==> config.mk <==
export PLATFORM = sky130hd
export DESIGN_NAME = sample_sequencer
export DESIGN_NICKNAME = d
export VERILOG_FILES = /design/src/rtl/sample_sequencer.sv
export SDC_FILE = /design/constraint.sdc
export NUM_CORES = 1
export LEC_CHECK = 0
export CORE_ASPECT_RATIO = 1.1
export CORE_UTILIZATION = 35
export CTS_CLUSTER_SIZE = 10
export DETAILED_ROUTE_END_ITERATION = 6
export SLEW_MARGIN = 30
export SYNTH_ARGS = -nofsm -noshare
export SYNTH_HDL_FRONTEND = slang
export SYNTH_SLANG_ARGS = --single-unit
export TNS_END_PERCENT = 100
==> constraint.sdc <==
create_clock -name clk -period 11.18 [get_ports clk]
set_clock_uncertainty 0.2 [all_clocks]
set_input_delay 1.118 -clock clk [delete_from_list [all_inputs] [get_ports clk]]
set_output_delay 1.118 -clock clk [all_outputs]
set_load 0.02 [all_outputs]
==> src/rtl/sample_sequencer.sv <==
// ============================================================================
// Module   : sample_sequencer
// Purpose  : Run controller for the AZ sample acquisition block. It applies a
//            holdoff, arms acquisition and counts ADC measurements. Defining
//            SAMPLE_SEQ_TIMEOUT_EN adds an armed-state watchdog.
// Revision : 1.0 - initial release
// ============================================================================
`default_nettype none

module sample_sequencer #(
    parameter int CNT_W = 24
`ifdef SAMPLE_SEQ_TIMEOUT_EN
    ,
    parameter int CLK_FREQ  = 50_000_000,
    parameter int TIMEOUT_N = CLK_FREQ * 1
`endif
) (
    input  logic             clk,
    input  logic             reset,
    input  logic             start,
    input  logic             abort,
    input  logic [CNT_W-1:0] sample_n,
    input  logic [CNT_W-1:0] holdoff_n,
    input  logic             adc_measure_valid,
    output logic             arm_trigger,
    output logic             busy,
    output logic             done,
    output logic [CNT_W-1:0] sample_count,
    output logic             timeout_err
);

    typedef enum logic [1:0] {
        S_IDLE    = 2'd0,
        S_HOLDOFF = 2'd1,
        S_ARMED   = 2'd2,
        S_GAP     = 2'd3
    } state_t;

    state_t           r_state;
    logic [CNT_W-1:0] r_sample_n;
    logic [CNT_W-1:0] r_hold_cnt;
    logic [CNT_W-1:0] r_count;
    logic             r_arm;
    logic             r_done;
    logic             r_gap_cnt;
    logic             r_valid_prev;

    logic             w_edge;
    logic [CNT_W-1:0] w_count_inc;

`ifdef SAMPLE_SEQ_TIMEOUT_EN
    localparam int c_WD_W = $clog2(TIMEOUT_N + 1);
    logic [c_WD_W-1:0] r_wd;
    logic              r_timeout;
`endif

    assign w_edge      = adc_measure_valid & ~r_valid_prev;
    assign w_count_inc = r_count + 1'b1;

    always_ff @(posedge clk) begin
        if (reset) begin
            r_state      <= S_IDLE;
            r_sample_n   <= '0;
            r_hold_cnt   <= '0;
            r_count      <= '0;
            r_arm        <= 1'b0;
            r_done       <= 1'b0;
            r_gap_cnt    <= 1'b0;
            r_valid_prev <= 1'b0;
`ifdef SAMPLE_SEQ_TIMEOUT_EN
            r_wd         <= '0;
            r_timeout    <= 1'b0;
`endif
        end else begin
            r_valid_prev <= adc_measure_valid;
            case (r_state)
                S_IDLE: begin
                    // A simultaneous abort cancels the request outright
                    if (start && !abort) begin
                        r_sample_n <= sample_n;
                        r_count    <= '0;
                        r_done     <= 1'b0;
`ifdef SAMPLE_SEQ_TIMEOUT_EN
                        r_timeout  <= 1'b0;
                        r_wd       <= c_WD_W'(TIMEOUT_N);
`endif
                        if (holdoff_n == '0) begin
                            r_state <= S_ARMED;
                            r_arm   <= 1'b1;
                        end else begin
                            r_state    <= S_HOLDOFF;
                            r_hold_cnt <= holdoff_n;
                        end
                    end
                end
                S_HOLDOFF: begin
                    if (abort) begin
                        r_state   <= S_GAP;
                        r_gap_cnt <= 1'b0;
                    end else if (r_hold_cnt == CNT_W'(1)) begin
                        r_state <= S_ARMED;
                        r_arm   <= 1'b1;
`ifdef SAMPLE_SEQ_TIMEOUT_EN
                        r_wd    <= c_WD_W'(TIMEOUT_N);
`endif
                    end else begin
                        r_hold_cnt <= r_hold_cnt - 1'b1;
                    end
                end
                S_ARMED: begin
                    if (abort) begin
                        r_arm     <= 1'b0;
                        r_state   <= S_GAP;
                        r_gap_cnt <= 1'b0;
                    end else if (w_edge) begin
                        r_count <= w_count_inc;
`ifdef SAMPLE_SEQ_TIMEOUT_EN
                        r_wd    <= c_WD_W'(TIMEOUT_N);
`endif
                        if (r_sample_n != '0 && w_count_inc == r_sample_n) begin
                            r_arm     <= 1'b0;
                            r_done    <= 1'b1;
                            r_state   <= S_GAP;
                            r_gap_cnt <= 1'b0;
                        end
                    end
`ifdef SAMPLE_SEQ_TIMEOUT_EN
                    else if (r_wd == '0) begin
                        r_arm     <= 1'b0;
                        r_timeout <= 1'b1;
                        r_state   <= S_GAP;
                        r_gap_cnt <= 1'b0;
                    end else begin
                        r_wd <= r_wd - 1'b1;
                    end
`endif
                end
                S_GAP: begin
                    // Two low cycles let the downstream edge detector see the fall
                    if (r_gap_cnt) begin
                        r_state <= S_IDLE;
                    end else begin
                        r_gap_cnt <= 1'b1;
                    end
                end
                default: begin
                    r_state <= S_IDLE;
                    r_arm   <= 1'b0;
                end
            endcase
        end
    end

    assign arm_trigger  = r_arm;
    assign busy         = (r_state != S_IDLE);
    assign done         = r_done;
    assign sample_count = r_count;

`ifdef SAMPLE_SEQ_TIMEOUT_EN
    assign timeout_err = r_timeout;
`else
    assign timeout_err = 1'b0;
`endif

endmodule

`default_nettype wire

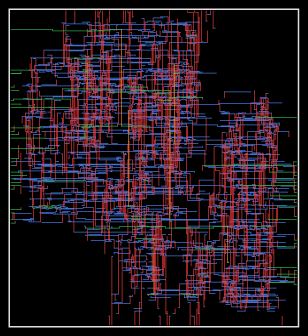
**Above:** wiring by layer.
| layer | colour | wire length |
|---|---|---|
| M1 | blue | 6640 µm |
| M3 | green | 687 µm |
| M4 | orange | 210 µm |
| M2 | red | 6650 µm |
GR Util All Layers: 0.195
detailed-route wire length: 14200 µm
vias post-DR: 4964

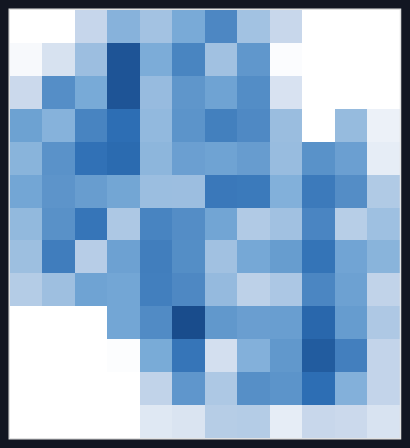
**Above:** cell area per tile.
The die is cut into 12 by 13 equal tiles; white is low, dark blue is high, 0 to 100% covered.
fullest tile: 89%
tiles over 75% full: 5.1%
mean over tiles: 40%
core box area: 13700 µm²
Initial Util: 0.358

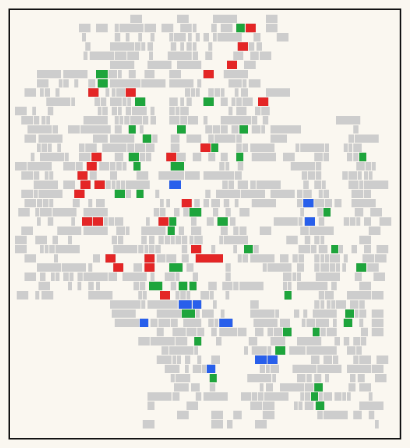
**Above:** logic cells by family.
| family | colour | cells |
|---|---|---|
| and/or cells | green | 41 |
| xor and xnor cells | red | 26 |
| non-inverting ao/oa cells | blue | 10 |
most frequent logic cell in the layout: sky130_fd_sc_hd__nand2_1
final instance count without filler cells: 894
multi-input logic portion of the cell area: 0.512

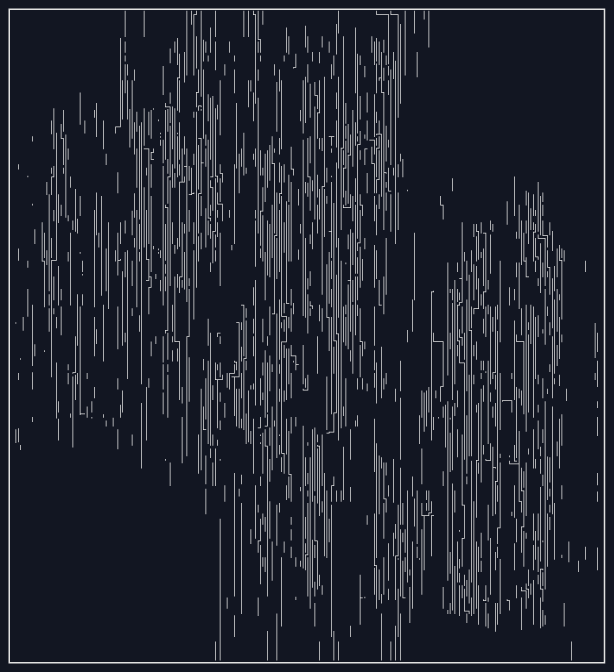
**Above:** signal wires on met2.
wire length on this layer: 6650 µm
main direction: vertical
global-route track usage on met2: 0.328

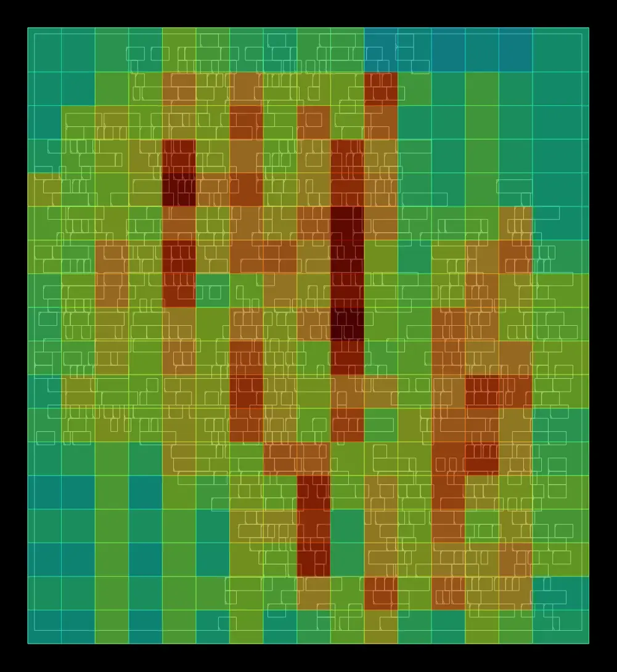
**Above:** track usage over the die.
final design utilization: 0.440
average wire per cell in the routed design: 15.9 µm
GRT met3 Usage: 0.0454
busiest metal layer after global routing: met2
met1 Track Usage GR: 0.246

==> summary.txt <==
Figures from the implementation reports.

- The master cell of the clock root buffer is sky130_fd_sc_hd__clkbuf_16.
- The most used flip-flop cell after synthesis reads sky130_fd_sc_hd__dfxtp_1.
- The count of final max-slew check failures is 0.
- The total standard cell area after synthesis reads 4920 µm².
- The report lists the power per cell area as 170 nW/µm².
- The routed wire length on met3 is 687 µm.
- For this block, the initial DRC count from the detailed router was 357.
- The flow measured a signed area growth from synthesis to layout of 22.8%.
- The final design instance area without fill is 6040 µm².
- The path depth of the worst reg2reg path is 8.
- The switching portion of total power is 0.387.
- The per-cell via count in the routed design reads 5.55.
- In the finished layout, the clock tree contains a buffer count of 12.
- The placed cell area is 5750 µm².
- The combinational power reads 0.000389 W.
- The final number of hold-violating endpoints reads 0.
- The type of origin of the critical path is a register.
- The buffer depth of the longest clock path is 2.
- The kind of cell adding the most delay to the critical path is simple AND/OR/NAND/NOR gates.
- The leading area contributor after synthesis reads sky130_fd_sc_hd__dfxtp_1.
- The largest power group reads combinational logic.
- The vertical die dimension reads 126 µm.
- The worst slack on hold paths is 267 ps.
- The count of nets after finishing is 761.
- The design draws 0.00103 W.
- The combinational family with the most area after synthesis is simple AND/OR/NAND/NOR gates.
- The area taken by sequential standard cells is reported as 1560 µm².
- The run finished with clean final reports.
- The width of the die is 115 µm.
- The detailed placer reported the number of placed instances as 878.
- Once routing completed, OpenROAD measured the worst setup slack at 7140 ps.
- The register-to-register setup slack reads 7140 ps.
- In the finished design the tool counted flip-flops and latches totalling 78.
- The number of enable flip-flop cells reads 0.
- The maximum number of pins on one net before global-route repair is 82.
- The power drawn by the sequential cells reads 0.000351 W.
- The internal power summed over all cells reads 0.000628 W.
- The area-dominant cell class after layout reads combinational gates.
- The global placement routability congestion reads 0.864.
- The synthesized flop and latch total is 78.
- Per the Yosys statistics, synthesis produced 655 cells.
- The share of synthesized area in the top cell type comes to 0.317.
- Clock tree synthesis found a total of 78 sinks.
- The remaining global-route overflow is 0.
- In this run the critical path is formed by nand4_2 > nor4_2 > nand3_1 > xnor2_1 > or4b_2 > or4_4 > a21oi_2 > mux2_1.
- The critical path ends at r_state[1]$_SDFFE_PP0P_.
- According to the timing report, the critical path is launched from sample_count[5]$_SDFFE_PP0P_.
- After floorplanning, the core was divided into 45 placement rows.
- The fraction of final layout cells sized beyond drive strength 1 is 0.0581.
- On the critical path the data arrives at 4070 ps.
- The accumulated negative setup slack reads 0 ps.
- The startpoint of the lowest-slack register-to-register path reads sample_count[5]$_SDFFE_PP0P_.
- The class of the most critical hold timing path reads register to register.
- The switching component of the power reads 0.000397 W.
- The proportion of power drawn by the clock network reads 0.279.
- The insertion delay at the late pin of the worst-skew pair reads 340 ps.
- Of the total standard cell area in the layout, the sequential portion is 0.258.
- Looking at the reg2reg group, the worst path ends at r_state[1]$_SDFFE_PP0P_.
- The final HPWL from detailed placement reads 9940 µm.
- The reported clock group power is 0.000286 W.
- The final timing summary puts the cycle share of the worst path at 0.362.
- The count of H-tree levels built during CTS is 3.
- The number of optimization iterations in the first detailed-route pass is 6.
- The clock-pin transition on the worst setup and hold timing paths is 60 ps.
- The combinational gate count is 516.
- The number of fill cells is 1452.
- The area fraction in full adders, half adders and majority gates reads 0.0178.
- The number of setup buffers added after CTS reads 0.
- The most frequently used library cell after synthesis is sky130_fd_sc_hd__nand2_1.
- The number of nets produced by synthesis reads 715.
- The number of global-route vias before repair came to 4635.
- The commonest cells after synthesis are sky130_fd_sc_hd__nand2_1, sky130_fd_sc_hd__a21oi_1, sky130_fd_sc_hd__dfxtp_1.
- The number of antenna violations at the first check in global routing came to 0.
- After detailed routing, the met2 layer carries 6650 µm of wire.
- The critical path's slowest cell reads sky130_fd_sc_hd__or4b_2.
- The count of buffering cells on the critical path with inverters included is 0.
- The layout buffering overhead excluding clock cells is 0.135.
- The number of buffer cells added on primary ports is 79.
- The data required time at the worst endpoint is 11210 ps.
- The timing report gives the biggest stage delay along the critical path as 690 ps.
- The clock period minus worst slack reads 4040 ps.
- The number of warning messages in the logs is 30.
- After detailed routing, the number of remaining DRC violations is 0.
- The CTS buffer count is 9.
- The part of the total power dissipated in combinational logic is 0.379.
- The number of placed I/O pins reads 81.
- The critical path depth in cells reads 8.
- The post-synthesis compound-gate area fraction is 0.246.
- Yosys reported that registers with async set or reset make up 0.
- The peak ir drop on the vdd network reads 0.0767 mV.
- The headroom to the max-slew limit is 0.403.
- The synthesis area per yosys reads 4920 µm².
- For the pin with the worst max-slew slack, the measured transition is 896 ps.
- The run reported a max-capacitance violation count of 0.
- The critical path capture point type reads a register.
- The first global-routing pass estimated 22600 µm of wire.
- The setup path with the least slack is of type register to register.
- The sink of the worst hold path reads done$_SDFFE_PP0P_.
- The portion of the post-synthesis area used by sequential elements reads 0.317.
- Setup repair after global routing left no endpoint under its margin.
- Of the total power, registers draw 0.342.
- The average footprint of a synthesized cell is 7.51 µm².
- In the per-layer summary, the met1 wirelength comes to 6640 µm.
- The top achievable clock speed reads 247 MHz.
- Ranking logic cells in the layout by count gives the top entries sky130_fd_sc_hd__nand2_1, sky130_fd_sc_hd__a21oi_1, sky130_fd_sc_hd__dfxtp_1, sky130_fd_sc_hd__clkdlybuf4s50_1, sky130_fd_sc_hd__nor2_1.
- The standby leakage power reads 2.01 nW.
- The worst slack after detailed placement reads 7220 ps.
- The non-clock inverter total of the final layout is 13.
- The area of the multi-input gates is 3100 µm².
- The number of gates resized after cts is 0.
- The count of plain and timing-repair buffers in the layout reads 83.
- The final-layout clock-cell area share reads 0.0474.
Power is estimated from default activity; no workload was simulated.
